==> images/met1.png <==
The bar under the picture is 20 µm long. Supply wires on this layer in gray.
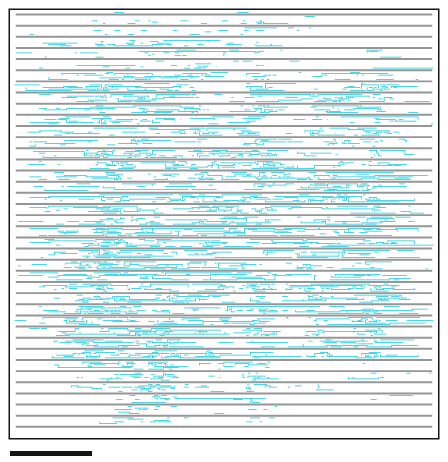
==> images/met2.png <==
Cells faint in the background.
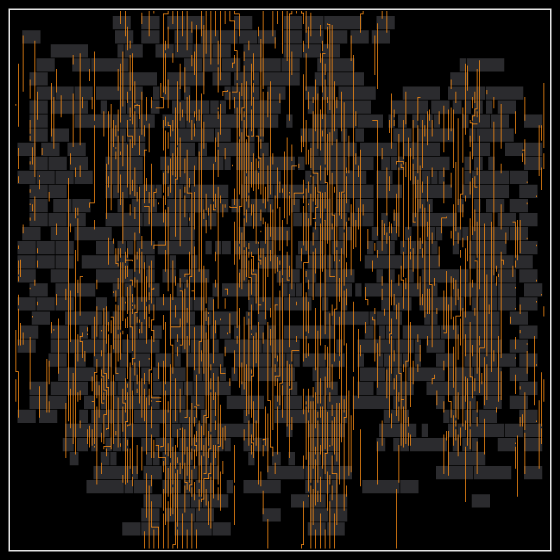
--- src/rtl/vc32_membus_if.sv ---
// Requester, invalidate and external-pin signals of the vc32 memory bus controller.
interface vc32_membus_if;
  localparam int unsigned AW = 17;
  localparam int unsigned DW = 16;
  localparam int unsigned BW = 8;

  logic          r0_req;
  logic [AW-1:0] r0_addr;
  logic          r0_we;
  logic [1:0]    r0_wmask;
  logic [DW-1:0] r0_wdata;
  logic          r0_ack;
  logic [DW-1:0] r0_rdata;

  logic          r1_req;
  logic [AW-1:0] r1_addr;
  logic          r1_we;
  logic [1:0]    r1_wmask;
  logic [DW-1:0] r1_wdata;
  logic          r1_ack;
  logic [DW-1:0] r1_rdata;

  logic          inval;
  logic [BW-1:0] bus_out;
  logic [BW-1:0] bus_in;
  logic          bus_ind;
  logic          bus_write;
  logic          bus_latch_hi;
  logic          bus_latch_lo;
  logic          busy;

  // Controller side
  modport slave (
    input  r0_req, r0_addr, r0_we, r0_wmask, r0_wdata,
    input  r1_req, r1_addr, r1_we, r1_wmask, r1_wdata,
    input  inval, bus_in,
    output r0_ack, r0_rdata, r1_ack, r1_rdata,
    output bus_out, bus_ind, bus_write, bus_latch_hi, bus_latch_lo, busy
  );

  // Requesters and pin side
  modport master (
    output r0_req, r0_addr, r0_we, r0_wmask, r0_wdata,
    output r1_req, r1_addr, r1_we, r1_wmask, r1_wdata,
    output inval, bus_in,
    input  r0_ack, r0_rdata, r1_ack, r1_rdata,
    input  bus_out, bus_ind, bus_write, bus_latch_hi, bus_latch_lo, busy
  );
endinterface

--- src/rtl/vc32_membus_ctrl.sv ---
// vc32 multiplexed 8-bit memory bus sequencer with two-port arbitration and
// a cache of the last latched upper address bytes.
module vc32_membus_ctrl #(
  parameter bit CACHE_EN   = 1'b1,
  parameter bit PRIO_FIXED = 1'b0
) (
  input  logic         clk,
  input  logic         reset,
  vc32_membus_if.slave mb
);
  localparam int unsigned AW = 17;
  localparam int unsigned DW = 16;
  localparam int unsigned BW = 8;

  typedef enum logic [2:0] {IDLE, AHI, AMID, ALO, D0, D1, ACK} state_e;

  typedef struct packed {
    logic [AW-1:0] addr;
    logic          we;
    logic [1:0]    wmask;
    logic [DW-1:0] wdata;
  } req_t;

  state_e        state_q, state_d;
  req_t          req_q, req_d, req0, req1, cand;
  logic          grant_q, grant_d;
  logic          last_grant_q, last_grant_d;
  logic          sel, need_hi, need_mid;

  logic          cache_valid_q;
  logic [1:0]    cached_hi_q;
  logic [7:0]    cached_mid_q;

  logic [BW-1:0] rbuf_lo_q;
  logic [DW-1:0] rdata0_q, rdata1_q;

  logic [BW-1:0] bus_out_q, bus_out_d;
  logic          ind_q, ind_d;
  logic          write_q, write_d;
  logic          lhi_q, lhi_d;
  logic          llo_q, llo_d;
  logic          busy_q, busy_d;
  logic          ack0_q, ack0_d;
  logic          ack1_q, ack1_d;

  assign req0 = '{addr: mb.r0_addr, we: mb.r0_we, wmask: mb.r0_wmask, wdata: mb.r0_wdata};
  assign req1 = '{addr: mb.r1_addr, we: mb.r1_we, wmask: mb.r1_wmask, wdata: mb.r1_wdata};

  // Arbitration: lone requester wins; on contention fixed or round-robin.
  always_comb begin
    sel = mb.r1_req;
    if (mb.r0_req && mb.r1_req) begin
      sel = PRIO_FIXED ? 1'b0 : ~last_grant_q;
    end
  end

  assign cand     = sel ? req1 : req0;
  assign need_hi  = !cache_valid_q || !CACHE_EN || (cand.addr[16:15] != cached_hi_q);
  assign need_mid = need_hi || (cand.addr[14:7] != cached_mid_q);

  // Next state, captured request and registered-output values for the entered state.
  always_comb begin
    state_d      = state_q;
    req_d        = req_q;
    grant_d      = grant_q;
    last_grant_d = last_grant_q;
    bus_out_d    = '0;
    ind_d        = 1'b0;
    write_d      = 1'b0;
    lhi_d        = 1'b0;
    llo_d        = 1'b0;
    ack0_d       = 1'b0;
    ack1_d       = 1'b0;

    case (state_q)
      IDLE: begin
        if (mb.r0_req || mb.r1_req) begin
          grant_d      = sel;
          last_grant_d = sel;
          req_d        = cand;
          state_d      = need_hi ? AHI : (need_mid ? AMID : ALO);
        end
      end
      AHI:  state_d = AMID;
      AMID: state_d = ALO;
      ALO: begin
        if (!req_q.we)           state_d = D0;
        else if (req_q.wmask[0]) state_d = D0;
        else if (req_q.wmask[1]) state_d = D1;
        else                     state_d = ACK;
      end
      D0:      state_d = (req_q.we && !req_q.wmask[1]) ? ACK : D1;
      D1:      state_d = ACK;
      ACK:     state_d = IDLE;
      default: state_d = IDLE;
    endcase

    case (state_d)
      AHI: begin
        bus_out_d = {6'b0, req_d.addr[16:15]};
        lhi_d     = 1'b1;
      end
      AMID: begin
        bus_out_d = req_d.addr[14:7];
        lhi_d     = 1'b1;
        llo_d     = 1'b1;
      end
      ALO: begin
        bus_out_d = {req_d.addr[6:0], 1'b0};
        llo_d     = 1'b1;
      end
      D0: begin
        if (req_d.we) begin
          bus_out_d = req_d.wdata[7:0];
          write_d   = 1'b1;
        end
      end
      D1: begin
        ind_d = 1'b1;
        if (req_d.we) begin
          bus_out_d = req_d.wdata[15:8];
          write_d   = 1'b1;
        end
      end
      ACK: begin
        ack0_d = !grant_d;
        ack1_d = grant_d;
      end
      default: ;
    endcase

    busy_d = (state_d != IDLE);
  end

  // State, captured request and registered bus outputs.
  always_ff @(posedge clk) begin
    if (reset) begin
      state_q      <= IDLE;
      req_q        <= '0;
      grant_q      <= 1'b0;
      last_grant_q <= 1'b1;
      bus_out_q    <= '0;
      ind_q        <= 1'b0;
      write_q      <= 1'b0;
      lhi_q        <= 1'b0;
      llo_q        <= 1'b0;
      busy_q       <= 1'b0;
      ack0_q       <= 1'b0;
      ack1_q       <= 1'b0;
    end else begin
      state_q      <= state_d;
      req_q        <= req_d;
      grant_q      <= grant_d;
      last_grant_q <= last_grant_d;
      bus_out_q    <= bus_out_d;
      ind_q        <= ind_d;
      write_q      <= write_d;
      lhi_q        <= lhi_d;
      llo_q        <= llo_d;
      busy_q       <= busy_d;
      ack0_q       <= ack0_d;
      ack1_q       <= ack1_d;
    end
  end

  // Upper-address cache: filled at ALO completion, invalidate has priority.
  always_ff @(posedge clk) begin
    if (reset) begin
      cache_valid_q <= 1'b0;
      cached_hi_q   <= '0;
      cached_mid_q  <= '0;
    end else begin
      if (state_q == ALO) begin
        cache_valid_q <= 1'b1;
        cached_hi_q   <= req_q.addr[16:15];
        cached_mid_q  <= req_q.addr[14:7];
      end
      if (mb.inval) begin
        cache_valid_q <= 1'b0;
      end
    end
  end

  // Read data: low byte buffered after D0 so port rdata only changes on completion.
  always_ff @(posedge clk) begin
    if (reset) begin
      rbuf_lo_q <= '0;
      rdata0_q  <= '0;
      rdata1_q  <= '0;
    end else begin
      if ((state_q == D0) && !req_q.we) begin
        rbuf_lo_q <= mb.bus_in;
      end
      if ((state_q == D1) && !req_q.we) begin
        if (grant_q) rdata1_q <= {mb.bus_in, rbuf_lo_q};
        else         rdata0_q <= {mb.bus_in, rbuf_lo_q};
      end
    end
  end

  assign mb.bus_out      = bus_out_q;
  assign mb.bus_ind      = ind_q;
  assign mb.bus_write    = write_q;
  assign mb.bus_latch_hi = lhi_q;
  assign mb.bus_latch_lo = llo_q;
  assign mb.busy         = busy_q;
  assign mb.r0_ack       = ack0_q;
  assign mb.r1_ack       = ack1_q;
  assign mb.r0_rdata     = rdata0_q;
  assign mb.r1_rdata     = rdata1_q;
endmodule

--- src/flat_wrapper.sv ---
// flat-port wrapper written by rule: the top's interface ports become plain ports
module vc32_membus_ctrl_flat 
#(
  parameter bit CACHE_EN   = 1'b1,
  parameter bit PRIO_FIXED = 1'b0
)
  (clk, reset, mb_r0_req, mb_r0_addr, mb_r0_we, mb_r0_wmask, mb_r0_wdata, mb_r1_req, mb_r1_addr, mb_r1_we, mb_r1_wmask, mb_r1_wdata, mb_inval, mb_bus_in, mb_r0_ack, mb_r0_rdata, mb_r1_ack, mb_r1_rdata, mb_bus_out, mb_bus_ind, mb_bus_write, mb_bus_latch_hi, mb_bus_latch_lo, mb_busy);
  vc32_membus_if mb_i ();
  input  logic clk;
  input  logic reset;
  input wire logic [$bits(mb_i.r0_req)-1:0] mb_r0_req;
  input wire logic [$bits(mb_i.r0_addr)-1:0] mb_r0_addr;
  input wire logic [$bits(mb_i.r0_we)-1:0] mb_r0_we;
  input wire logic [$bits(mb_i.r0_wmask)-1:0] mb_r0_wmask;
  input wire logic [$bits(mb_i.r0_wdata)-1:0] mb_r0_wdata;
  input wire logic [$bits(mb_i.r1_req)-1:0] mb_r1_req;
  input wire logic [$bits(mb_i.r1_addr)-1:0] mb_r1_addr;
  input wire logic [$bits(mb_i.r1_we)-1:0] mb_r1_we;
  input wire logic [$bits(mb_i.r1_wmask)-1:0] mb_r1_wmask;
  input wire logic [$bits(mb_i.r1_wdata)-1:0] mb_r1_wdata;
  input wire logic [$bits(mb_i.inval)-1:0] mb_inval;
  input wire logic [$bits(mb_i.bus_in)-1:0] mb_bus_in;
  output wire logic [$bits(mb_i.r0_ack)-1:0] mb_r0_ack;
  output wire logic [$bits(mb_i.r0_rdata)-1:0] mb_r0_rdata;
  output wire logic [$bits(mb_i.r1_ack)-1:0] mb_r1_ack;
  output wire logic [$bits(mb_i.r1_rdata)-1:0] mb_r1_rdata;
  output wire logic [$bits(mb_i.bus_out)-1:0] mb_bus_out;
  output wire logic [$bits(mb_i.bus_ind)-1:0] mb_bus_ind;
  output wire logic [$bits(mb_i.bus_write)-1:0] mb_bus_write;
  output wire logic [$bits(mb_i.bus_latch_hi)-1:0] mb_bus_latch_hi;
  output wire logic [$bits(mb_i.bus_latch_lo)-1:0] mb_bus_latch_lo;
  output wire logic [$bits(mb_i.busy)-1:0] mb_busy;
  assign mb_i.r0_req = mb_r0_req;
  assign mb_i.r0_addr = mb_r0_addr;
  assign mb_i.r0_we = mb_r0_we;
  assign mb_i.r0_wmask = mb_r0_wmask;
  assign mb_i.r0_wdata = mb_r0_wdata;
  assign mb_i.r1_req = mb_r1_req;
  assign mb_i.r1_addr = mb_r1_addr;
  assign mb_i.r1_we = mb_r1_we;
  assign mb_i.r1_wmask = mb_r1_wmask;
  assign mb_i.r1_wdata = mb_r1_wdata;
  assign mb_i.inval = mb_inval;
  assign mb_i.bus_in = mb_bus_in;
  assign mb_r0_ack = mb_i.r0_ack;
  assign mb_r0_rdata = mb_i.r0_rdata;
  assign mb_r1_ack = mb_i.r1_ack;
  assign mb_r1_rdata = mb_i.r1_rdata;
  assign mb_bus_out = mb_i.bus_out;
  assign mb_bus_ind = mb_i.bus_ind;
  assign mb_bus_write = mb_i.bus_write;
  assign mb_bus_latch_hi = mb_i.bus_latch_hi;
  assign mb_bus_latch_lo = mb_i.bus_latch_lo;
  assign mb_busy = mb_i.busy;
  vc32_membus_ctrl #(.CACHE_EN(CACHE_EN), .PRIO_FIXED(PRIO_FIXED)) u_core (.clk(clk), .reset(reset), .mb(mb_i));
endmodule
--- config.mk ---
export PLATFORM = sky130hd
export DESIGN_NAME = vc32_membus_ctrl_flat
export DESIGN_NICKNAME = d
export VERILOG_FILES = /design/src/rtl/vc32_membus_if.sv /design/src/rtl/vc32_membus_ctrl.sv /design/src/flat_wrapper.sv
export SDC_FILE = /design/constraint.sdc
export NUM_CORES = 1
export LEC_CHECK = 0
export CORE_UTILIZATION = 45
export CTS_CLUSTER_SIZE = 12
export DETAILED_ROUTE_END_ITERATION = 10
export GPL_TIMING_DRIVEN = 0
export HOLD_SLACK_MARGIN = 0.06
export PLACE_DENSITY = 0.76
export SYNTH_ARGS = -nofsm -noshare
export SYNTH_HDL_FRONTEND = slang
export SYNTH_SLANG_ARGS = --single-unit
--- constraint.sdc ---
create_clock -name clk -period 7.75 [get_ports clk]
set_clock_uncertainty 0.15 [all_clocks]
set_input_delay 2.325 -clock clk [delete_from_list [all_inputs] [get_ports clk]]
set_output_delay 2.325 -clock clk [all_outputs]
set_load 0.01 [all_outputs]
==> reports/results.txt <==
Slowest CP cell: clkdlybuf4s50_1
Final worst setup slack: 2.85 ns
CP Cell Sequence: clkdlybuf4s50_1, a21boi_1, buf_6, mux2i_1, o221ai_1, nor2_1, and3_4, nor2_2, or4_1, a31oi_1
Area fraction in compound gates: 0.181
Startpoint types: primary input
GRT overflow: 0
Clock power frac: 0.186
Yosys xor share: 0.00742
Leading area contributor after synthesis: dfxtp_1
Combinational power share: 0.411
Clock Tree Root: clkbuf_8
Drt first-iter violations: 170
Setup Crit Path Kind: primary input to register
Antenna viol nets, final: 0
PwrDens: 264 nW/µm²
Instance count of the mapped netlist: 567
Die Y: 104 µm
CP bufs+invs: 2
Fin. max-slew vios: 0
Comb_multi_in: 414
Largest area class, layout: logic gates
Area growth syn-to-layout: 34.9%
CORE AREA: 10200 µm²
Sequential Power Share: 0.403
Antenna Cells: 0
Max-cap violation count: 0
Main logic family: simple AND/OR/NAND/NOR gates
Well Taps: 136
Wire per inst: 15.2 µm
Placed Cells: 833
Chip Area, Yosys: 4720 µm²
CP max FO: 10
Postcts setup bufs: 0
Gpl congestion: 0.887
Clock Path Buffers: 2
H-tree depth: 3
Vias in the first global route: 4559
Actual slew at the worst max-slew pin: 0.791 ns
Initial antenna violation count: 0
Final Critical Period: 4.90 ns
Hold Vio Cnt, Final: 0
Post-Layout Cell Count: 849
Tool Warnings: 26
WHS: 0.301 ns
Setup tns final: 0 ns
CTS buffer count: 9
CTS sink cnt: 107
Filler cells: 901
Vias/cell: 5.40
Setup violations, final: 0
Asr flop ratio synth: 0
Seq. cell area: 2140 µm²
Status: finished, final reports clean
Flip-flops: 107
Nonclk buf count: 166
## Picture notes: met1.png
wire length on this layer	5420 µm
share of all routed wire	42%
main direction	horizontal
via count: 4583
Post-Route WL: 12900 µm
met1 Use GR: 0.289

## Picture notes: met2.png
main direction	vertical
nets with wire on the layer	693
wire length on this layer	6420 µm
longest straight run	47.9 µm
M2 GR Usage: 0.427

[layer usage]
| layer | global-route usage | share of wire |
|---|---|---|
| met5 | 0 | 0 |
| met1 | 0.289 | 0.42 |
| met4 | 0.108 | 0.024 |
| met2 | 0.427 | 0.50 |
| met3 | 0.0414 | 0.058 |
[kinds of logic after synthesis]
logic type	Yosys count
muxes	51
xor gates and xnor gates	4
buffers and inverters	46
and+or+nand+nor	222
DFF	107
AOI/OAI and AO/OA	137
[state kept, by name (all words and copies together) (netlist names), 2 cells and up]
name                 count
u_core.cached_mid_q      8
u_core.cached_hi_q       2
u_core.mb.bus_out        8
u_core.mb.r0_rdata      16
u_core.mb.r1_rdata      16
u_core.req_q            36
u_core.rbuf_lo_q         8
u_core.state_q           3
[final timing paths]
path | start | cells past startpoint | to | slack, ns
worst max-delay path | mb_r1_req | 10 | u_core.mb.bus_out[0] | 2.85
worst min-delay path | u_core.req_q[31] | 2 | u_core.cached_mid_q[5] | 0.30
worst max register to register | u_core.state_q[2] | 8 | u_core.mb.bus_out[4] | 4.86
worst min register to register | u_core.req_q[31] | 2 | u_core.cached_mid_q[5] | 0.30
[cells in the final DEF (no fill, tap or decap), drive strengths merged, types with 2 or more instances in the layout]
cell           instances
o221ai                 2
clkdlybuf4s50        130
nand2                 96
or3                    2
buf                   11
o22ai                  8
nor2b                 15
a21oi                 73
xnor2                  2
o21ai                 20
mux2i                 48
inv                   12
nand3b                 2
o32ai                  6
dfxtp                107
nand2b                 4
o21ba                  6
clkinv                 4
o21a                   3
nand3                  9
o211ai                 2
a211oi                 2
mux2                   3
and3                   3
a21boi                 2
clkbuf                34
o31ai                  2
nor2                  81
xor2                   2
nor3                   7
Power is estimated from default activity; no workload was simulated.
